`src/rtl/reaction_pkg.sv`:
```
// Shared types and constants for the reaction timer.
package reaction_pkg;

  localparam int unsigned BCD_DIGIT_W   = 4;
  localparam int unsigned BCD_DIGITS    = 3;
  localparam int unsigned BCD_W         = BCD_DIGIT_W * BCD_DIGITS;
  localparam int unsigned CNT_W         = 9;
  localparam int unsigned LFSR_W        = 8;
  localparam int unsigned DEF_MIN_DELAY = 100;
  localparam logic [LFSR_W-1:0] DEF_LFSR_SEED = 8'hA5;

  // Largest digit value before a decimal carry.
  localparam logic [BCD_DIGIT_W-1:0] BCD_NINE = 4'd9;

  typedef enum logic [2:0] {
    ST_IDLE    = 3'd0,
    ST_DELAY   = 3'd1,
    ST_MEASURE = 3'd2,
    ST_RESULT  = 3'd3,
    ST_FOUL    = 3'd4
  } state_e;

  // Fibonacci LFSR step for x^8+x^6+x^5+x^4+1, shifting towards the MSB.
  function automatic logic [LFSR_W-1:0] lfsr_next(input logic [LFSR_W-1:0] v);
    logic fb;
    fb = v[7] ^ v[5] ^ v[4] ^ v[3];
    return {v[6:0], fb};
  endfunction

endpackage

```
`src/rtl/bcd_counter3.sv`:
```
// Three-digit BCD up-counter with synchronous clear and a terminal-count flag.
module bcd_counter3
  import reaction_pkg::*;
(
  input  logic             clk_i,
  input  logic             clr_i,
  input  logic             inc_i,
  output logic [BCD_W-1:0] bcd_o,
  output logic             max_c_o
);

  logic [BCD_DIGIT_W-1:0] units_q, units_d;
  logic [BCD_DIGIT_W-1:0] tens_q,  tens_d;
  logic [BCD_DIGIT_W-1:0] hund_q,  hund_d;
  logic                   at_max;

  assign at_max = (units_q == BCD_NINE) && (tens_q == BCD_NINE) && (hund_q == BCD_NINE);

  // Next digit values: clear wins, increment ripples decimal carries, 999 holds.
  always_comb begin
    units_d = units_q;
    tens_d  = tens_q;
    hund_d  = hund_q;
    if (clr_i) begin
      units_d = '0;
      tens_d  = '0;
      hund_d  = '0;
    end else if (inc_i && !at_max) begin
      if (units_q == BCD_NINE) begin
        units_d = '0;
        if (tens_q == BCD_NINE) begin
          tens_d = '0;
          hund_d = hund_q + BCD_DIGIT_W'(1);
        end else begin
          tens_d = tens_q + BCD_DIGIT_W'(1);
        end
      end else begin
        units_d = units_q + BCD_DIGIT_W'(1);
      end
    end
  end

  // Digit registers.
  always_ff @(posedge clk_i) begin
    units_q <= units_d;
    tens_q  <= tens_d;
    hund_q  <= hund_d;
  end

  assign bcd_o   = {hund_q, tens_q, units_q};
  assign max_c_o = at_max;

endmodule

```
`src/rtl/reaction_timer.sv`:
```
// Reaction timer: random hold-off, then counts 10 ms ticks until the react button.
module reaction_timer
  import reaction_pkg::*;
#(
  parameter logic [LFSR_W-1:0] LFSR_SEED = DEF_LFSR_SEED,
  parameter int unsigned       MIN_DELAY = DEF_MIN_DELAY
) (
  input  logic             clk,
  input  logic             rst,
  input  logic             div_clk,
  input  logic             start,
  input  logic             react,
  output logic             led_go,
  output logic             busy,
  output logic [BCD_W-1:0] bcd,
  output logic             done,
  output logic             false_start,
  output logic             overflow
);

  // Synchronizer and edge-detect flops.
  logic div_s1_q, div_s2_q, div_s3_q;
  logic start_s1_q, start_s2_q, start_s3_q;
  logic react_s1_q, react_s2_q;

  logic tick;
  logic start_p;
  logic react_s;

  logic [LFSR_W-1:0] lfsr_q;
  logic [CNT_W-1:0]  cnt_q, cnt_d;
  state_e            state_q, state_d;

  // Control strobes from the next-state logic.
  logic clr_go;
  logic bcd_inc;
  logic sat_hit;
  logic bcd_max;

  logic led_go_q, led_go_d;
  logic busy_q, busy_d;
  logic done_q, done_d;
  logic false_start_q, false_start_d;
  logic overflow_q, overflow_d;

  // Bring the asynchronous inputs into the clk domain; keep a third flop for edges.
  always_ff @(posedge clk) begin
    if (rst) begin
      div_s1_q   <= 1'b0;
      div_s2_q   <= 1'b0;
      div_s3_q   <= 1'b0;
      start_s1_q <= 1'b0;
      start_s2_q <= 1'b0;
      start_s3_q <= 1'b0;
      react_s1_q <= 1'b0;
      react_s2_q <= 1'b0;
    end else begin
      div_s1_q   <= div_clk;
      div_s2_q   <= div_s1_q;
      div_s3_q   <= div_s2_q;
      start_s1_q <= start;
      start_s2_q <= start_s1_q;
      start_s3_q <= start_s2_q;
      react_s1_q <= react;
      react_s2_q <= react_s1_q;
    end
  end

  assign tick    = div_s2_q & ~div_s3_q;
  assign start_p = start_s2_q & ~start_s3_q;
  assign react_s = react_s2_q;

  // Free-running delay source; a nonzero seed keeps it off the all-zero lockup state.
  always_ff @(posedge clk) begin
    if (rst) begin
      lfsr_q <= LFSR_SEED;
    end else begin
      lfsr_q <= lfsr_next(lfsr_q);
    end
  end

  // FSM state register.
  always_ff @(posedge clk) begin
    if (rst) begin
      state_q <= ST_IDLE;
    end else begin
      state_q <= state_d;
    end
  end

  // Hold-off tick counter.
  always_ff @(posedge clk) begin
    if (rst) begin
      cnt_q <= '0;
    end else begin
      cnt_q <= cnt_d;
    end
  end

  // Next state, counter load/decrement and BCD counter strobes.
  always_comb begin
    state_d = state_q;
    cnt_d   = cnt_q;
    clr_go  = 1'b0;
    bcd_inc = 1'b0;
    sat_hit = 1'b0;
    case (state_q)
      ST_IDLE, ST_RESULT, ST_FOUL: begin
        if (start_p) begin
          state_d = ST_DELAY;
          cnt_d   = CNT_W'(MIN_DELAY) + CNT_W'(lfsr_q);
          clr_go  = 1'b1;
        end
      end
      ST_DELAY: begin
        // A press before the lamp is a foul, even if a tick lands in the same cycle.
        if (react_s) begin
          state_d = ST_FOUL;
        end else if (tick) begin
          if (cnt_q <= CNT_W'(1)) begin
            state_d = ST_MEASURE;
            cnt_d   = '0;
          end else begin
            cnt_d = cnt_q - CNT_W'(1);
          end
        end
      end
      ST_MEASURE: begin
        // React beats a coincident tick so the reported time is not inflated.
        if (react_s) begin
          state_d = ST_RESULT;
        end else if (tick) begin
          if (bcd_max) begin
            state_d = ST_RESULT;
            sat_hit = 1'b1;
          end else begin
            bcd_inc = 1'b1;
          end
        end
      end
      default: begin
        state_d = ST_IDLE;
      end
    endcase
  end

  // Output decode from the upcoming state so the registered outputs track it exactly.
  always_comb begin
    led_go_d      = (state_d == ST_MEASURE);
    busy_d        = (state_d == ST_DELAY) || (state_d == ST_MEASURE);
    done_d        = (state_d == ST_RESULT);
    false_start_d = (state_d == ST_FOUL);
    overflow_d    = (state_d == ST_RESULT) &&
                    (sat_hit || ((state_q == ST_RESULT) && overflow_q));
  end

  // Output registers.
  always_ff @(posedge clk) begin
    if (rst) begin
      led_go_q      <= 1'b0;
      busy_q        <= 1'b0;
      done_q        <= 1'b0;
      false_start_q <= 1'b0;
      overflow_q    <= 1'b0;
    end else begin
      led_go_q      <= led_go_d;
      busy_q        <= busy_d;
      done_q        <= done_d;
      false_start_q <= false_start_d;
      overflow_q    <= overflow_d;
    end
  end

  bcd_counter3 u_bcd (
    .clk_i   (clk),
    .clr_i   (rst | clr_go),
    .inc_i   (bcd_inc),
    .bcd_o   (bcd),
    .max_c_o (bcd_max)
  );

  assign led_go      = led_go_q;
  assign busy        = busy_q;
  assign done        = done_q;
  assign false_start = false_start_q;
  assign overflow    = overflow_q;

endmodule

```
`config.mk`:
```
export PLATFORM = sky130hd
export DESIGN_NAME = reaction_timer
export DESIGN_NICKNAME = d
export VERILOG_FILES = /design/src/rtl/reaction_pkg.sv /design/src/rtl/bcd_counter3.sv /design/src/rtl/reaction_timer.sv
export SDC_FILE = /design/constraint.sdc
export NUM_CORES = 1
export LEC_CHECK = 0
export CORE_ASPECT_RATIO = 1.4
export CORE_MARGIN = 2
export CORE_UTILIZATION = 45
export DETAILED_ROUTE_END_ITERATION = 6
export PLACE_DENSITY = 0.69
export SLEW_MARGIN = 20
export SYNTH_ARGS = -nofsm -noshare
export SYNTH_HDL_FRONTEND = slang
export SYNTH_SLANG_ARGS = --single-unit
export TNS_END_PERCENT = 5
```
`constraint.sdc`:
```
create_clock -name clk -period 1.9 [get_ports clk]
set_input_delay 0.475 -clock clk [delete_from_list [all_inputs] [get_ports clk]]
set_output_delay 0.475 -clock clk [all_outputs]
set_load 0.1 [all_outputs]
```
==> impl_metrics.ini, run 1 <==
; generated from flow reports
[floorplanning]
core_util_floorplan_pct = 47.1
rows = 29
ios = 22
die_h_um = 85.5

[sta]
finalHoldViolations = 0
tightest_slew_ns = 0.432
setup_tns_ns = 0
relSlewSlack_pct = 70.8
clock_skew_ns = 0.0104
post-route-min-period_ns = 1.75

[worst_setup_path]
r2r_cells = 6
slowest_stage = or3b_1
endpoint_kind = flop
cp-endpoint = cnt_q[1]
reg2reg_setup_slack_ns = 0.15
cp.arrival_ns = 1.93
path_class = reg -> reg
startpoint_type = flop

[power_and_ir_drop]
leakage_nw = 1.08
ir_drop_v = 0.000465

[logic_synthesis]
ys_warn_count = 0
ff_type = dfxtp_1
syn_area_per_cell_um2 = 8.79
yosysUniqueCellTypes = 56
syn_nets = 253
topCellsByArea = dfxtp_1 42%, nor2b_1 5.3%, nor2_1 3.9%
top_area_cell = dfxtp_1
edf_count = 0
syn_inst = 243

[cts]
post_cts_buffers = 0
clk_pin_slew_ns = 0.09
cts_sinks = 45

[final_layout]
finalNonFillerCells = 343
fin_util_pct = 62.7
syn2layout_area_growth_pct = 33.2
diodes = 0
fillCellCount = 395

[routing]
met2WireLength_um = 2200
top_layer = met4
wl_met1_um = 1840
vias = 1826
post-route-drc-count = 0
routed_wl_um = 4330
wire_per_inst_um = 12.6
drt_iter0_markers = 82

[global_routing]
grt_start_max_net_pins = 23
grt_pass1_vias = 1786
grt_pass1_wl_um = 7670

[run]
warnings = 28

[run_status]
status = completed
-- run 1: where the power goes --
part | switching, W | total, W | leakage [nW] | internal, W
clock | 0.000345 | 0.000874 | 0.0687 | 0.000529
combinational | 0.000150 | 0.000276 | 0.641 | 0.000126
sequential | 0.0000267 | 0.00100 | 0.374 | 0.000978
-- run 1: stage by stage --
| stage | setup WS (ns) | hold WS (ns) |
|---|---|---|
| CTS | 0.106 | 0.445 |
| floorplan | 0.0878 | 0.414 |
| finish | 0.149 | 0.445 |
| detailed placement | 0.123 | 0.423 |
| global route | 0.00411 | 0.467 |
| global placement | 0.174 | 0.418 |
-- run 1: flip-flops by register name, summed over array words and instances, names as in the netlist --
register       count
cnt_q              9
u_bcd.hund_q       4
state_q            3
react_s            1
div_s1_q           1
lfsr_q             8
start_s1_q         1
start_s2_q         1
busy               1
led_go             1
react_s1_q         1
overflow           1
u_bcd.units_q      4
u_bcd.tens_q       4
start_s3_q         1
div_s3_q           1
done               1
div_s2_q           1
false_start        1
-- run 1: timing repair --
item / CTS / global route
endpoints found under the setup margin: 0 / 2
hold endpoints to repair: 0 / 0
resized: 0 / 2
hold buffers: 0 / 0
-- run 1: how the worst min path moves through the flow --
stage	start	end	slack [ns]	cells past startpoint
final	start_s1_q	start_s2_q	0.45	1
after global routing	start_s1_q	start_s2_q	0.47	1
after CTS	div_s1_q	div_s2_q	0.44	1
after detailed placement	div_s1_q	div_s2_q	0.42	1
after global placement	start_s1_q	start_s2_q	0.42	1
after floorplan	div_s1_q	div_s2_q	0.41	1
-- run 1: logic make-up (layout without fill, tap and decap cells) --
logic type | count (synthesis) | after routing | share of synthesized area (%)
AOI/OAI and AO/OA | 50 | 50 | 14.8
xor gates and xnor gates | 14 | 14 | 5.74
adders and majority gates | 5 | 5 | 2.93
buffers and inverters | 19 | 57 | 3.98
DFF | 45 | 45 | 42.2
muxes | 2 | 2 | 0.937
and+or+nand+nor | 108 | 108 | 29.5
-- run 1: critical path, delay by kind of cell, from the launching register on --
kind	cells	cell delay (ns)
AND/OR/NAND/NOR	3	0.74
flip-flops	1	0.40
AND-OR/OR-AND	2	0.32
buffers and inverters	1	0.18
-- run 1: final cells by class --
type | count | area, um2 | area share, %
multi-input combinational | 179 | 1150 | 40.6
clock inverter | 3 | 68.8 | 2.42
timing repair buffer | 40 | 523 | 18.4
clock buffer | 5 | 68.8 | 2.42
tap | 62 | 77.6 | 2.73
sequential | 45 | 917 | 32.2
inverter | 9 | 33.8 | 1.19
-- run 1: placed cells by master (no fill, tap or decap), types with 3 or more instances in the layout --
cell             instances
inv_1                    9
xor2_1                   5
ha_1                     5
dfxtp_1                 32
nand3b_1                 3
buf_4                   19
nand2_1                 13
o21ai_0                 11
xnor2_1                  9
dfxtp_2                 13
clkdlybuf4s50_1          4
o22ai_1                  3
a21oi_1                 13
nor3_1                  10
or2_2                    5
a211oi_1                 6
clkbuf_8                 5
nor2b_1                 18
nor2_1                  22
a31oi_1                  4
buf_12                  17
and3_1                   3
nand3_1                  6
-- run 1: metal layers --
metal	track usage (%)	vias up
met1	19.4	833
met5	0	-
met4	10.1	0
li1	-	930
met2	31.7	55
met3	4.20	8
==> run_1/class_map.png <==
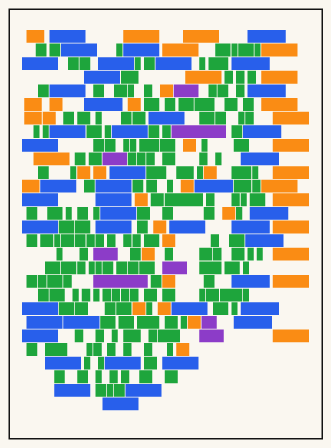
[registers] blue | cells: 45
[remaining logic cells] green | cells: 188
[clock drivers and dummy loads] purple | cells: 8
[remaining buffers and delay cells] orange | cells: 40

==> run_1/ff_map.png <==
Bar = 20 um. Other sequential cells in the stronger grey, the rest of the logic in the fainter grey.
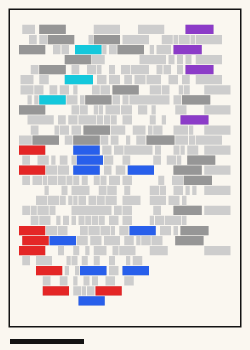
[lfsr_q] red | sequential cells: 8
[cnt_q] blue | sequential cells: 9
[u_bcd.tens_q] purple | sequential cells: 4 | where: top right
[state_q] cyan | sequential cells: 3

==> run_1/m3.png <==
Bar = 20 um.
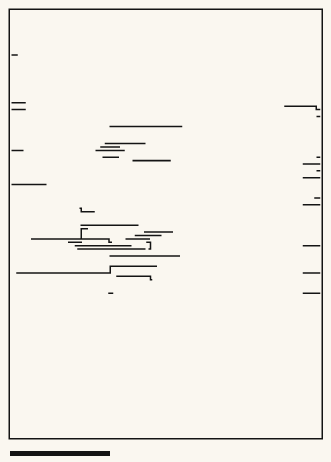
wire length on this layer: 215 um
longest straight run: 18.6 um
share of all routed wire: 5.0%

==> run_1/util_map.png <==
6 x 9 tiles, from white (low) to dark blue (high), 0 to 100% covered.
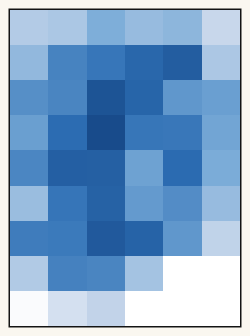

==> run 1 -> run 2 <==
Settings changed: CTS_CLUSTER_SIZE from default to 20.
Clock period 1.9 ns to 1.8 ns, I/O delays scaled along.
==> run_2/util_map.png <==
6 x 9 tiles, from white (low) to dark blue (high), 0 to 100% covered.
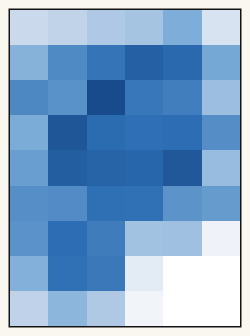
fullest tile: 89%
nearly empty tiles: 7.4%
densest ninth of the die: middle
emptiest ninth of the die: bottom right
tiles over 75% full: 20%
mean over tiles: 52%

==> run_2/class_map.png <==
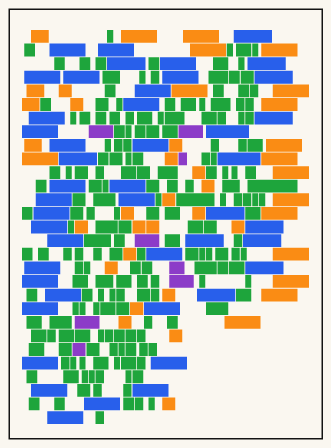
[remaining buffers and delay cells] orange | cells: 41
[remaining logic cells] green | cells: 188
[clock drivers and dummy loads] purple | cells: 8
[registers] blue | cells: 45

==> impl_metrics.ini, run 2 <==
; generated from flow reports
[logic_synthesis]
topCellsByArea = dfxtp_1 42%, nor2b_1 5.3%, nor2_1 3.9%
syn_area_per_cell_um2 = 8.79
syn_inst = 243
syn_nets = 253

[worst_setup_path]
r2r_cells = 5
startpoint_type = flop
reg2reg_setup_slack_ns = 0.06
path_class = reg -> reg
cp.arrival_ns = 1.97
slowest_stage = nor4_1

[routing]
wl_met1_um = 1920
drt_iter0_markers = 114
post-route-drc-count = 0
met2WireLength_um = 2290
routed_wl_um = 4520

[floorplanning]
core_util_floorplan_pct = 47.1

[run_status]
status = completed

[global_routing]
grt_start_max_net_pins = 24
grt_pass1_vias = 1842

[final_layout]
syn2layout_area_growth_pct = 32.6
fillCellCount = 396
regMostFlops = cnt_q
diodes = 0

[power_and_ir_drop]
leakage_nw = 1.07

[min_path]
holdPathStages = 1
holdPathEnd = start_s2_q
hold_start = start_s1_q

[cts]
clk_pin_slew_ns = 0.09

[sta]
clock_skew_ns = 0.00751
tightest_slew_ns = 0.432
final.setup.worst_slack_ns = 0.0603

[placement]
place_ws_ns = 0.0139
run 2: cell counts after synthesis:
Identical to the previous run, type by type.
run 2: kinds of logic after synthesis:
group,after synthesis,share of synthesized area (%)
AND/OR/NAND/NOR,108,29.5
AND-OR/OR-AND,50,14.8
adder cells (fa/ha/maj),5,2.93
XOR/XNOR,14,5.74
multiplexers,2,0.937
flip-flops,45,42.2
buffers and inverters,19,3.98
run 2: routing by layer:
layer,vias to the layer above,GRT usage [%]
met1,871,20.4
met2,55,31.7
met3,12,3.94
li1,924,-
met4,0,10.9
met5,-,0
run 2: critical path, delay by kind of cell, from the launching register on:
| family | cells | cell delay (ns) |
|---|---|---|
| AND/OR/NAND/NOR | 4 | 1.25 |
| flip-flops | 1 | 0.32 |
| AND-OR/OR-AND | 1 | 0.10 |
run 2: where the power goes:
| group | switching, W | total (W) | internal [W] | leakage, nW |
|---|---|---|---|---|
| registers | 0.0000294 | 0.00106 | 0.00103 | 0.375 |
| logic | 0.000161 | 0.000296 | 0.000134 | 0.653 |
| clock network | 0.000359 | 0.000635 | 0.000276 | 0.0445 |
| total | 0.000550 | 0.00199 | 0.00144 | 1.07 |
run 2: through the flow:
stage          TNS [ns]  util [%]  power [W]  cell area [um2]  hold slack [ns]
5_1_grt         -0.0246      62.5    0.00209             2830            0.465
6_report              0      62.5    0.00199             2830            0.447
4_1_cts               0      61.8    0.00200             2800            0.453
3_3_place_gp          0      59.5    0.00137             2700            0.420
3_5_place_dp          0      59.5    0.00137             2700            0.428
2_1_floorplan  -0.00626         -    0.00128             2160            0.414
run 2: how the worst max path moves through the flow:
stage	cells past startpoint	slack [ns]	end
finish	5	0.06	overflow
CTS	6	0.02	u_bcd.tens_q[1]
detailed placement	5	0.01	u_bcd.tens_q[1]
floorplan	7	-0.003	busy
global route	5	-0.02	overflow
global placement	5	0.05	u_bcd.tens_q[1]
run 2: area by class of cell:
| class | count | area, um2 | area share, % |
|---|---|---|---|
| multi-input cells | 179 | 1180 | 41.6 |
| flip-flops and latches | 45 | 923 | 32.6 |
| repair buffers | 41 | 531 | 18.7 |
| well taps | 62 | 77.6 | 2.74 |
| clock buffers | 5 | 68.8 | 2.43 |
| inverters | 9 | 33.8 | 1.19 |
| clock inverters | 3 | 21.3 | 0.751 |
run 2: timing repair:
item / 4_1_cts / 5_1_grt
buffers inserted: 2 / 0
resized: 0 / 7
pin swaps: 1 / 1
endpoints found under the setup margin: 1 / 9
cloned: 0 / 0
hold buffers: 0 / 0
Power figures rest on the tool's default switching activity, not on a simulated workload.
